$ cat src/rtl/piso_shift_tx_pkg.sv
// piso_shift_tx shared types and constants.
// FSM state encoding, shift-direction codes and the default word width.
package piso_shift_tx_pkg;

  localparam int DEFAULT_WIDTH = 4;

  localparam logic DIR_LSB_FIRST = 1'b0;
  localparam logic DIR_MSB_FIRST = 1'b1;

  typedef enum logic [1:0] {
    ST_IDLE   = 2'd0,
    ST_SHIFT  = 2'd1,
    ST_PARITY = 2'd2
  } state_e;

endpackage

$ cat src/rtl/piso_bit_counter.sv
// Bit counter for piso_shift_tx.
// Counts consumed bits; last flags the final data bit of a word.
module piso_bit_counter #(
  parameter int WIDTH = 4,
  parameter int CNT_W = $clog2(WIDTH + 1)
) (
  input  logic             clk,
  input  logic             rst,
  input  logic             clr,
  input  logic             en,
  output logic [CNT_W-1:0] count,
  output logic             last
);

  logic [CNT_W-1:0] cnt_q;
  logic [CNT_W-1:0] cnt_d;

  // clear wins over increment so a fresh word always starts at zero
  always_comb begin
    cnt_d = cnt_q;
    if (clr) begin
      cnt_d = '0;
    end else if (en) begin
      cnt_d = cnt_q + CNT_W'(1);
    end
  end

  // count register
  always_ff @(posedge clk) begin
    if (rst) begin
      cnt_q <= '0;
    end else begin
      cnt_q <= cnt_d;
    end
  end

  assign count = cnt_q;
  assign last  = (cnt_q == CNT_W'(WIDTH - 1));

endmodule

$ cat src/rtl/piso_shift_tx.sv
// Parallel-in/serial-out transmitter, LSB- or MSB-first.
// Define PISO_SHIFT_TX_PARITY_EN to append an even-parity bit per word.
module piso_shift_tx
  import piso_shift_tx_pkg::*;
#(
  parameter  int WIDTH = DEFAULT_WIDTH,
  localparam int CNT_W = $clog2(WIDTH + 1)
) (
  input  logic             clk,
  input  logic             rst,
  input  logic             load_valid,
  output logic             load_ready,
  input  logic [WIDTH-1:0] load_data,
  input  logic             dir,
  input  logic             shift_en,
  output logic             serial_out,
  output logic             serial_valid,
  output logic             busy,
  output logic             done
);

  state_e           state_q;
  state_e           state_d;
  logic [WIDTH-1:0] sreg_q;
  logic [WIDTH-1:0] sreg_d;
  logic             dir_q;
  logic             dir_d;
  logic             done_q;
  logic             done_d;
  logic             accept;
  logic             cnt_en;
  logic             cnt_last;
  logic             in_word;
  logic [CNT_W-1:0] cnt;
`ifdef PISO_SHIFT_TX_PARITY_EN
  logic             par_q;
  logic             par_d;
`endif

  assign load_ready = (state_q == ST_IDLE) && !rst;
  assign accept     = load_valid && load_ready;
  assign in_word    = (cnt < CNT_W'(WIDTH));
  assign busy       = (state_q != ST_IDLE);
  assign done       = done_q;

  piso_bit_counter #(
    .WIDTH (WIDTH),
    .CNT_W (CNT_W)
  ) u_cnt (
    .clk   (clk),
    .rst   (rst),
    .clr   (accept),
    .en    (cnt_en),
    .count (cnt),
    .last  (cnt_last)
  );

  // next state, shift datapath and serial outputs
  always_comb begin
    state_d      = state_q;
    sreg_d       = sreg_q;
    dir_d        = dir_q;
    done_d       = 1'b0;
    cnt_en       = 1'b0;
    serial_out   = 1'b0;
    serial_valid = 1'b0;
`ifdef PISO_SHIFT_TX_PARITY_EN
    par_d        = par_q;
`endif
    unique case (state_q)
      ST_IDLE: begin
        if (accept) begin
          sreg_d  = load_data;
          dir_d   = dir;
          state_d = ST_SHIFT;
`ifdef PISO_SHIFT_TX_PARITY_EN
          par_d   = ^load_data;
`endif
        end
      end
      ST_SHIFT: begin
        serial_out   = (dir_q == DIR_MSB_FIRST) ?
                       sreg_q[WIDTH-1] : sreg_q[0];
        serial_valid = shift_en && in_word;
        if (serial_valid) begin
          cnt_en = 1'b1;
          sreg_d = (dir_q == DIR_MSB_FIRST) ?
                   {sreg_q[WIDTH-2:0], 1'b0} :
                   {1'b0, sreg_q[WIDTH-1:1]};
          if (cnt_last) begin
`ifdef PISO_SHIFT_TX_PARITY_EN
            state_d = ST_PARITY;
`else
            state_d = ST_IDLE;
            done_d  = 1'b1;
`endif
          end
        end
      end
`ifdef PISO_SHIFT_TX_PARITY_EN
      ST_PARITY: begin
        serial_out   = par_q;
        serial_valid = shift_en;
        if (shift_en) begin
          state_d = ST_IDLE;
          done_d  = 1'b1;
        end
      end
`endif
      default: begin
        state_d = ST_IDLE;
      end
    endcase
    // reset silences the serial side immediately
    if (rst) begin
      serial_out   = 1'b0;
      serial_valid = 1'b0;
    end
  end

  // state, shift register, captured direction and done pulse
  always_ff @(posedge clk) begin
    if (rst) begin
      state_q <= ST_IDLE;
      sreg_q  <= '0;
      dir_q   <= DIR_LSB_FIRST;
      done_q  <= 1'b0;
    end else begin
      state_q <= state_d;
      sreg_q  <= sreg_d;
      dir_q   <= dir_d;
      done_q  <= done_d;
    end
  end

`ifdef PISO_SHIFT_TX_PARITY_EN
  // parity of the accepted word, sent after the data bits
  always_ff @(posedge clk) begin
    if (rst) begin
      par_q <= 1'b0;
    end else begin
      par_q <= par_d;
    end
  end
`endif

endmodule

$ cat config.mk
export PLATFORM = sky130hd
export DESIGN_NAME = piso_shift_tx
export DESIGN_NICKNAME = d
export VERILOG_FILES = /design/src/rtl/piso_shift_tx_pkg.sv /design/src/rtl/piso_bit_counter.sv /design/src/rtl/piso_shift_tx.sv
export SDC_FILE = /design/constraint.sdc
export NUM_CORES = 1
export LEC_CHECK = 0
export CAP_MARGIN = 5
export CORE_MARGIN = 4
export CORE_UTILIZATION = 40
export CTS_BUF_LIST = sky130_fd_sc_hd__clkbuf_16
export CTS_CLUSTER_DIAMETER = 40
export CTS_CLUSTER_SIZE = 12
export DETAILED_ROUTE_END_ITERATION = 10
export PLACE_DENSITY_LB_ADDON = 0.2
export SYNTH_ARGS = -nofsm -noshare
export SYNTH_HDL_FRONTEND = slang
export SYNTH_HIERARCHICAL = 1
export SYNTH_SLANG_ARGS = --single-unit
$ cat constraint.sdc
create_clock -name clk -period 1.4 [get_ports clk]
set_clock_uncertainty 0.15 [all_clocks]
set_input_delay 0.28 -clock clk [delete_from_list [all_inputs] [get_ports clk]]
set_output_delay 0.28 -clock clk [all_outputs]
set_load 0.02 [all_outputs]
**Clock routing**

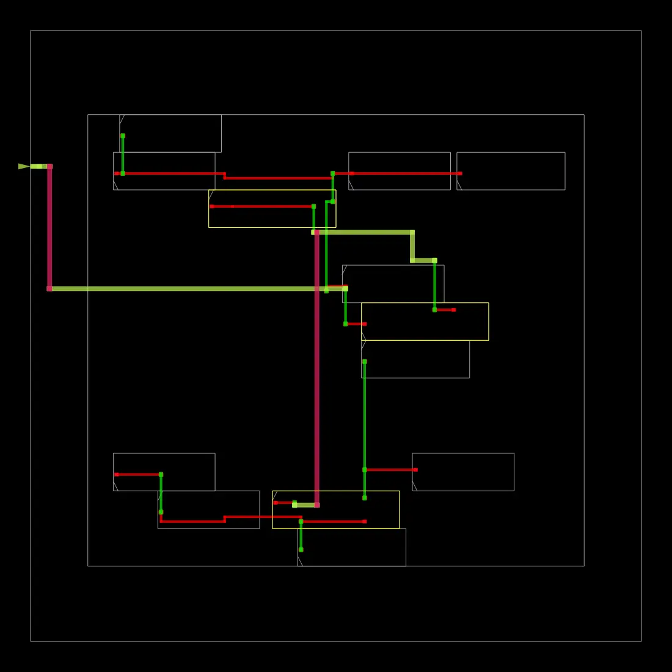
# clk buffers: 3
num sequential: 10

**Signal metal coverage by tile**

Scale bar: 10 um. The die is cut into 9 by 9 equal tiles; dark blue is low, red is high, scaled to the fullest tile. Values are wire area over tile area, all layers added.
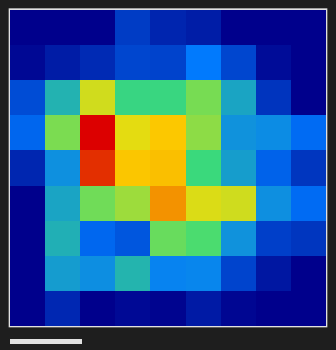
tiles over half the peak: 21%
nearly empty tiles: 25%
densest ninth of the die: centre
emptiest ninth of the die: north-east
mean over tiles: 0.14
fullest tile: 0.51

**Metal 1**

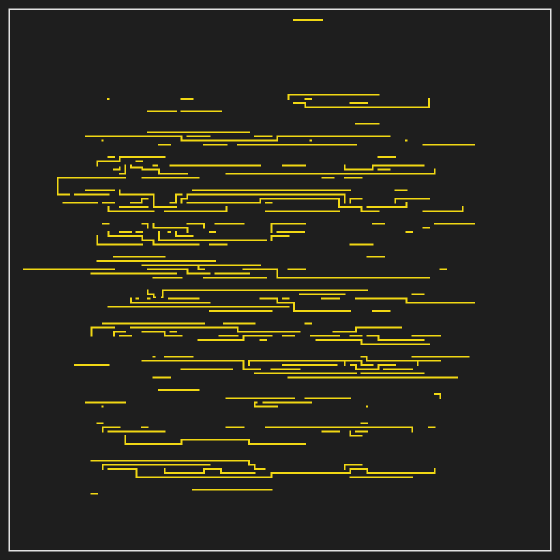
share of all routed wire: 44%
longest straight run: 17.0 um
main direction: horizontal

**Placed cells, one colour a class**

Fill, decap, tap and diode cells in grey.
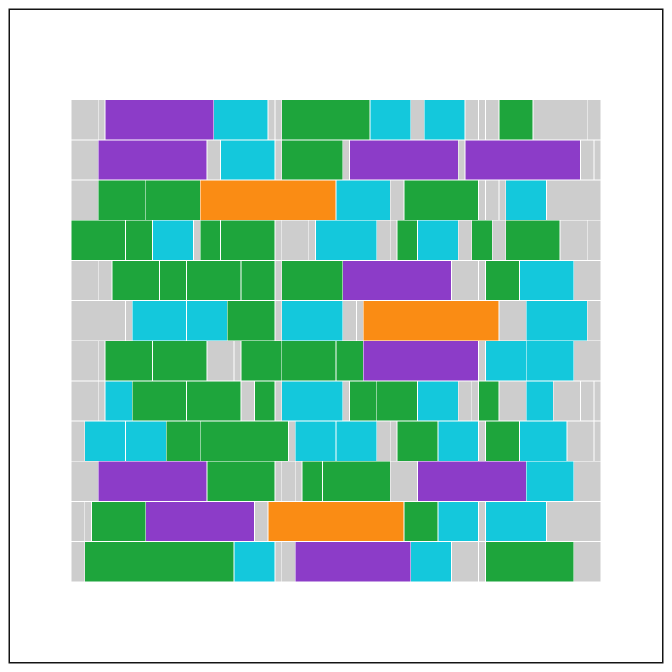
legend:
  green:
    class: remaining logic cells
    cells: 42
  cyan:
    class: remaining buffers and delay cells
    cells: 31
  purple:
    class: registers
    cells: 10
  orange:
    class: clock-net drivers
    cells: 3

**Met3 routing**

Scale bar: 10 um.
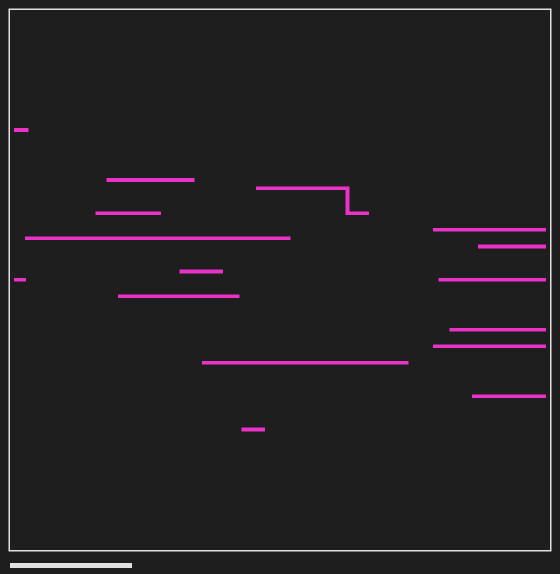
wire length on this layer: 122 um
longest straight run: 21.4 um

-- stage by stage --
stage	cell area [um^2]	setup TNS, ps	util, %
3_5_place_dp	773	-7170	66.0
5_1_grt	935	-1200	79.8
6_report	935	-755	79.8
3_3_place_gp	773	-7030	66.0
2_1_floorplan	546	-350	-
4_1_cts	847	-264	72.3
-- layer usage --
metal	share of wire [%]	vias up
met5	0	-
met4	1.7	0
met3	7.3	4
met2	47	22
met1	44	257
li1	-	263
-- repair_timing --
action                                  in CTS  in global routing
resized                                     31                 19
pin swaps                                    6                  5
setup buffers                                1                  1
endpoints found under the setup margin      13                 11
-- flip-flops by register name, indices dropped and copies added, names as in the netlist --
| signal | cells |
|---|---|
| dir_q | 1 |
| done | 1 |
| sreg_q | 4 |
| state_q | 1 |
| u_cnt/count | 3 |
==> results.toml <==
# generated from flow reports
[finish]
logic_area_um2 = 352
top_area_cell_class = "logic gates"
regArea_um2 = 204
most-common-layout-cells = "buf_4, dfxtp_1, clkdlybuf4s50_1, buf_6"
nFillCells = 73
final_common_cell = "buf_4"
areaGrowthSynthToFinish_pct = 78.7
buffer_area_share_pct = 28.1

[run]
warnings = 29

[power]
ir_drop_uv = 737
leakage_nw = 0.394
p_comb_share_pct = 21.0
finalPower_mw = 1.03
swShare_pct = 23.4
top_power_group = "clock"

[sta]
hold_ws_ps = 224
setup_ws_ps = -141
tightest_slew_ps = 329
period_minus_slack_ps = 1540
setup_viol = 10
max-slew-margin-rel_pct = 78.1
rsz0062_at_grt = "true"
final.period_utilization_pct = 110

[clock_network]
cts-root-buf = "clkbuf_16"
htree_levels = 1
cts_tree = "built"
hold_buffers = 0

[global_route]
met1_usage_pct = 18.7
grt-busiest-layer = "met2"
grt_pass1_wl_mm = 2.23

[worst_setup_path]
cp_cell_sequence = "nand3b_1, buf_6, clkinvlp_4, buf_6, nor3_1, nor3_1"
r2r_end = "sreg_q[0]"
r2r_start = "state_q[0]"
path_max_fanout = 7
path_buffers = 3
critical_path.top_delay_family = "buffers and inverters"
worstPathRequired_ps = 1360
crit_type = "reg2reg"
cp_slowest_cell = "dfxtp_2"

[hold_path]
hold_path_class = "in2reg"
hold_depth = 2
worstHoldStart = "rst"

[die]
ios = 14
num_rows = 12
die_w_um = 44.2
die_y_um = 44.2

[placed_design]
dp.cells = 95

[synth]
ys_types = 23
ys_seq_share_pct = 38.3
ys_sh_xor_pct = 1.67
top_cells_by_count = "dfxtp_1, nor2_1, mux2i_1, nor3_1, inv_1"
top_cell = "dfxtp_1"
fp_nets = 67
synthCells = 56

[run_status]
violations = "setup timing"
run_status = "finished, violations left"

[detailed_routing]
antenna_left = 0
via_count = 546
